===== src/rtl/alu_wb_stage_pkg.sv =====
// ============================================================================
// Module : alu_wb_stage_pkg
// Shared FUNC encodings, default width and flag reset values.
// Rev    : 1.0
// ============================================================================
`default_nettype none

package alu_wb_stage_pkg;

  localparam int WIDTH_DEFAULT = 16;

  typedef enum logic [1:0] {
    FUNC_ADD  = 2'b00,
    FUNC_ANDN = 2'b01,
    FUNC_OR   = 2'b10,
    FUNC_NOTB = 2'b11
  } func_e;

  localparam logic FLAG_C_RST = 1'b0;
  localparam logic FLAG_Z_RST = 1'b1;
  localparam logic FLAG_N_RST = 1'b0;

endpackage

`default_nettype wire


===== src/rtl/alu_wb_stage_result_fifo2.sv =====
// ============================================================================
// Module : result_fifo2
// Two-entry result FIFO with registered full/empty flags.
// Rev    : 1.0
// ============================================================================
`default_nettype none

module result_fifo2 #(
  parameter int WIDTH = 16,
  parameter int DEPTH = 2
) (
  input  logic             clk,
  input  logic             rst,
  input  logic             push_i,
  input  logic             pop_i,
  input  logic [WIDTH-1:0] data_i,
  output logic [WIDTH-1:0] data_o,
  output logic             full_o,
  output logic             empty_o
);

  logic [WIDTH-1:0] mem_q [DEPTH];
  logic             head_q, head_d;
  logic             tail_q, tail_d;
  logic [1:0]       count_q, count_d;
  logic             full_q, full_d;
  logic             empty_q, empty_d;
  logic             w_push;
  logic             w_pop;

  // Guard against a caller that ignores full/empty.
  assign w_push = push_i & ~full_q;
  assign w_pop  = pop_i & ~empty_q;

  always_comb begin
    head_d  = head_q;
    tail_d  = tail_q;
    count_d = count_q + {1'b0, w_push} - {1'b0, w_pop};
    if (w_push) tail_d = ~tail_q;
    if (w_pop)  head_d = ~head_q;
    full_d  = (count_d == 2'(DEPTH));
    empty_d = (count_d == 2'd0);
  end

  always_ff @(posedge clk) begin
    if (rst) begin
      for (int i = 0; i < DEPTH; i++) mem_q[i] <= '0;
      head_q  <= 1'b0;
      tail_q  <= 1'b0;
      count_q <= 2'd0;
      full_q  <= 1'b0;
      empty_q <= 1'b1;
    end else begin
      if (w_push) mem_q[tail_q] <= data_i;
      head_q  <= head_d;
      tail_q  <= tail_d;
      count_q <= count_d;
      full_q  <= full_d;
      empty_q <= empty_d;
    end
  end

  assign data_o  = mem_q[head_q];
  assign full_o  = full_q;
  assign empty_o = empty_q;

endmodule

`default_nettype wire


===== src/rtl/alu_wb_stage.sv =====
// ============================================================================
// Module : alu_wb_stage
// ALU writeback: C/Z/N flags, chained-add carry feed and 2-entry result skid.
// Rev    : 1.0
// ============================================================================
`default_nettype none

module alu_wb_stage
  import alu_wb_stage_pkg::*;
#(
  parameter int WIDTH = WIDTH_DEFAULT,
  parameter int DEPTH = 2
) (
  input  logic             CLK,
  input  logic             RESET,
  input  logic [WIDTH-1:0] ALU_OUT,
  input  logic             ALU_C_OUT,
  input  logic [1:0]       FUNC,
  input  logic             CHAIN,
  input  logic             IN_VALID,
  output logic             IN_READY,
  output logic             CARRY_TO_ALU,
  output logic [WIDTH-1:0] RESULT,
  output logic             OUT_VALID,
  input  logic             OUT_READY,
  output logic             FLAG_C,
  output logic             FLAG_Z,
  output logic             FLAG_N
);

  logic w_full;
  logic w_empty;
  logic w_push;
  logic flag_c_q, flag_c_d;
  logic flag_z_q, flag_z_d;
  logic flag_n_q, flag_n_d;

  assign IN_READY  = ~w_full;
  assign OUT_VALID = ~w_empty;
  assign w_push    = IN_VALID & IN_READY;

  result_fifo2 #(
    .WIDTH (WIDTH),
    .DEPTH (DEPTH)
  ) u_fifo (
    .clk     (CLK),
    .rst     (RESET),
    .push_i  (w_push),
    .pop_i   (OUT_READY),
    .data_i  (ALU_OUT),
    .data_o  (RESULT),
    .full_o  (w_full),
    .empty_o (w_empty)
  );

  // Z accumulates across chained words so a multi-word result reads zero only if every word was.
  always_comb begin
    flag_c_d = flag_c_q;
    flag_z_d = flag_z_q;
    flag_n_d = flag_n_q;
    if (w_push) begin
      flag_n_d = ALU_OUT[WIDTH-1];
      flag_z_d = (ALU_OUT == '0) & (~CHAIN | flag_z_q);
      if (FUNC == FUNC_ADD) flag_c_d = ALU_C_OUT;
    end
  end

  always_ff @(posedge CLK) begin
    if (RESET) begin
      flag_c_q <= FLAG_C_RST;
      flag_z_q <= FLAG_Z_RST;
      flag_n_q <= FLAG_N_RST;
    end else begin
      flag_c_q <= flag_c_d;
      flag_z_q <= flag_z_d;
      flag_n_q <= flag_n_d;
    end
  end

  assign CARRY_TO_ALU = CHAIN & flag_c_q;
  assign FLAG_C       = flag_c_q;
  assign FLAG_Z       = flag_z_q;
  assign FLAG_N       = flag_n_q;

endmodule

`default_nettype wire


===== config.mk =====
export PLATFORM = sky130hd
export DESIGN_NAME = alu_wb_stage
export DESIGN_NICKNAME = d
export VERILOG_FILES = /design/src/rtl/alu_wb_stage_pkg.sv /design/src/rtl/alu_wb_stage_result_fifo2.sv /design/src/rtl/alu_wb_stage.sv
export SDC_FILE = /design/constraint.sdc
export NUM_CORES = 1
export LEC_CHECK = 0
export ABC_AREA = 1
export CAP_MARGIN = 40
export CORE_MARGIN = 4
export CORE_UTILIZATION = 29
export CTS_CLUSTER_SIZE = 12
export DETAILED_ROUTE_END_ITERATION = 10
export PLACE_DENSITY = 0.63
export SETUP_SLACK_MARGIN = 0.3
export SYNTH_ARGS = -nofsm -noshare
export SYNTH_HDL_FRONTEND = slang
export SYNTH_SLANG_ARGS = --single-unit

===== constraint.sdc =====
create_clock -name CLK -period 1.6 [get_ports CLK]
set_clock_uncertainty 0.05 [all_clocks]
set_input_delay 0.32 -clock CLK [delete_from_list [all_inputs] [get_ports CLK]]
set_output_delay 0.32 -clock CLK [all_outputs]
set_load 0.02 [all_outputs]

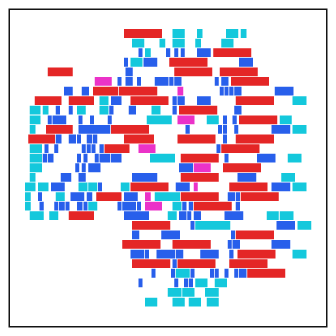
(images/class_map.png)
| colour | class | cells |
|---|---|---|
| red | registers | 42 |
| magenta | clock drivers and dummy loads | 8 |
| blue | remaining logic cells | 131 |
| cyan | remaining buffers and delay cells | 61 |
Rows: 29
post-route cell area: 2790 µm²

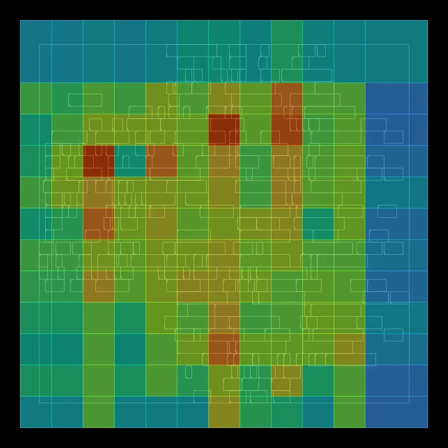
(images/congestion_map.png)
met3 GRT Util: 2.83%
gr busiest metal: met2

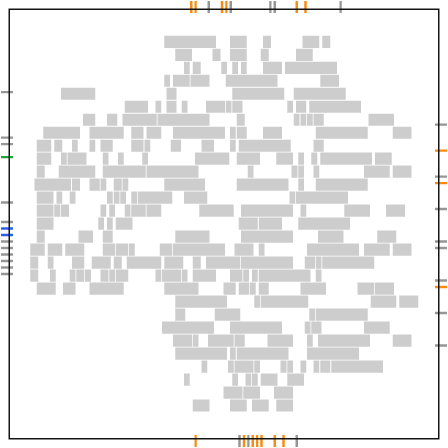
(images/pinout.png)
Pins as bars across the die edge, other pins in grey.
| colour | port | pins | direction | edge |
|---|---|---|---|---|
| orange | ALU_OUT | 16 | input | 7 south, 6 north, 3 east |
| blue | FUNC | 2 | input | west |
| green | RESET | 1 | input | west |
all pins by edge: 14 west, 11 north, 11 east, 10 south

==> out/summary.txt <==
largest family of logic cells by area: simple AND/OR/NAND/NOR gates
Largest Pwr Group: registers
CP Launch Type: register
CTS sink cnt: 42
P&R area growth vs syn: 44.2%
Synth top cell by count: nor2_1
main flop type: edfxtp_1
die area: 8030 µm²
RSZ-0062 raised after global routing: true
met2 Track Usage GR: 19.4%
Max Used Layer: met4
Worst R2R Path Depth: 5
layout cell share with drive strength beyond 1: 40.9%
I/O Buffers: 45
simple-gate portion of the synthesized area: 19.4%
cell-by-cell trace of the critical path: buf_12 -> buf_16 -> mux2_4 -> buf_6
Pre-Place Util: 30.1%
HP Class: input pin to register
top cell type's share of synthesized area: 49.7%
Mapped Avg Cell Area: 11.0 µm²
max incr delay on CP: 0.37 ns
Synth cell types: 21
Final WS setup: -0.108 ns
placed cell areas: 2630 µm²
Worst-Margin Slew: 0.256 ns
yosys adder share: 0.648%
CLK BUF: 6
Metal-1 WL: 1560 µm
cell count along the critical path: 4
Final min period: 1.71 ns
dpl hpwl: 2800 µm
Setup CP Type: register to output pin
ys cells: 176
comb_multi_in: 103
AND-OR/OR-AND Cells, Area Fraction: 1.42%
Top cells excl fill/tap: 34 x nor2_1, 32 x edfxtp_1, 23 x inv_1
Worst Setup End Kind: output pin
fin crit share: 107%
P_sw: 0.963 mW
Initial DRC Count: 29
largest net degree at the start of global routing: 17
metal2 WL: 2100 µm
Pint: 2.19 mW
first-pass GRT wire length: 6500 µm
worst slack, placed: -0.269 ns
setup bufs post-CTS: 2
met3 routed WL: 219 µm
routing usage on met1: 12.6%
Routed wire per std cell: 12.3 µm
sequential group power: 1.40 mW
Fin. Hold Viols: 0
post-CTS sizing: 130
EDFF count, synth: 32
Seq/Total Area, Yosys: 60.1%
Pleak: 1.23 nW
final setup violation count: 10
cts bufs inserted: 5
sequential cell area share: 42.0%
Hold Crit Depth: 4
CTS max path bufs: 2
register area: 1170 µm²
Comb group: 1.10 mW
drt pass-1 iters: 4
Leading cell kind: sequential cells
CP required: 1.23 ns
Max stage delay cell, worst path: dfxtp_4
ANT cells: 0
number of non-clock buffers: 61
status: finished, violations left
clock-pin slew on the worst setup and hold paths: 0.08 ns
Comb pwr share: 35.0%
xor-xnor portion of the synthesized cell area: 1.36%
Clk pwr share: 20.7%
Most flops, register: u_fifo.mem_q
yosys-reported design area after synthesis: 1930 µm²
antenna-violating nets left: 0
synth warn: 0
vias per cell: 4.26
Layout clock area frac: 2.96%
filler cell count in the final layout: 633
# Taps: 77
CTS H-Tree Depth: 2
top cell type by total area after synthesis: edfxtp_1
Die H: 89.6 µm
initial antenna violation count: 0
crit-path max FO: 5
Slew HR: 82.9%
Top Registers: u_fifo.mem_q x32, u_fifo.count_q x2
DR vias: 1358
flip-flops: 42
grt ovf: 0
worst hold slack: 0.387 ns
#FFs+latches synth: 42
Net Count, Synth: 201
share of power burned in registers: 44.3%
pwr dens: 1130 nW/µm²
# nets final: 266
Late-Pin Clk Latency: 0.29 ns
max reg flops: 32
post-synthesis cell area: 1930 µm²
Comb area share: 26.5%
Clock net power: 0.654 mW
stage-log warning count: 29
Post-synth ARST share: 0%
mux share of post-synthesis cell area: 9.33%
inverter count: 28
Max Slew Vio Count: 0
critical path's top delay family: buffers and inverters
sw frac: 30.5%
max-cap viol count: 0
# DRC: 0
non-clk buf share: 21.1%
failing checks: setup timing
Root Driver: clkbuf_8
CP Data Arrival Time: 1.34 ns
most numerous logic cell after layout: nor2_1
top cells by count: 35 x nor2_1, 32 x edfxtp_1, 26 x inv_1
GR Util All Layers: 10.9%
Routed WL: 3930 µm
comb. cell area: 737 µm²
peak supply drop: 0.495 mV
==> through the flow <==
step / total power [mW] / setup TNS (ns) / std cells / utilization (%)
global placement: 2.43 / -9.08 / 307 / 41.0
global route: 3.33 / -1.63 / 319 / 43.4
finish: 3.15 / -0.894 / 319 / 43.4
detailed placement: 2.44 / -10.56 / 307 / 41.0
floorplan: 2.04 / 0 / 176 / -
CTS: 3.19 / -1.24 / 319 / 43.4
==> worst paths after layout <==
path	slack (ns)	start	endpoint
max reg2reg	0.38	u_fifo.full_o$_SDFF_PP0_	u_fifo.mem_q[1][3]$_SDFFCE_PN0P_
min	0.39	CHAIN	FLAG_Z$_SDFFE_PP1P_
max	-0.11	register	RESULT[12]
min reg2reg	0.45	FLAG_C$_SDFFE_PP0P_	FLAG_C$_SDFFE_PP0P_
Power and IR drop assume default switching activity.
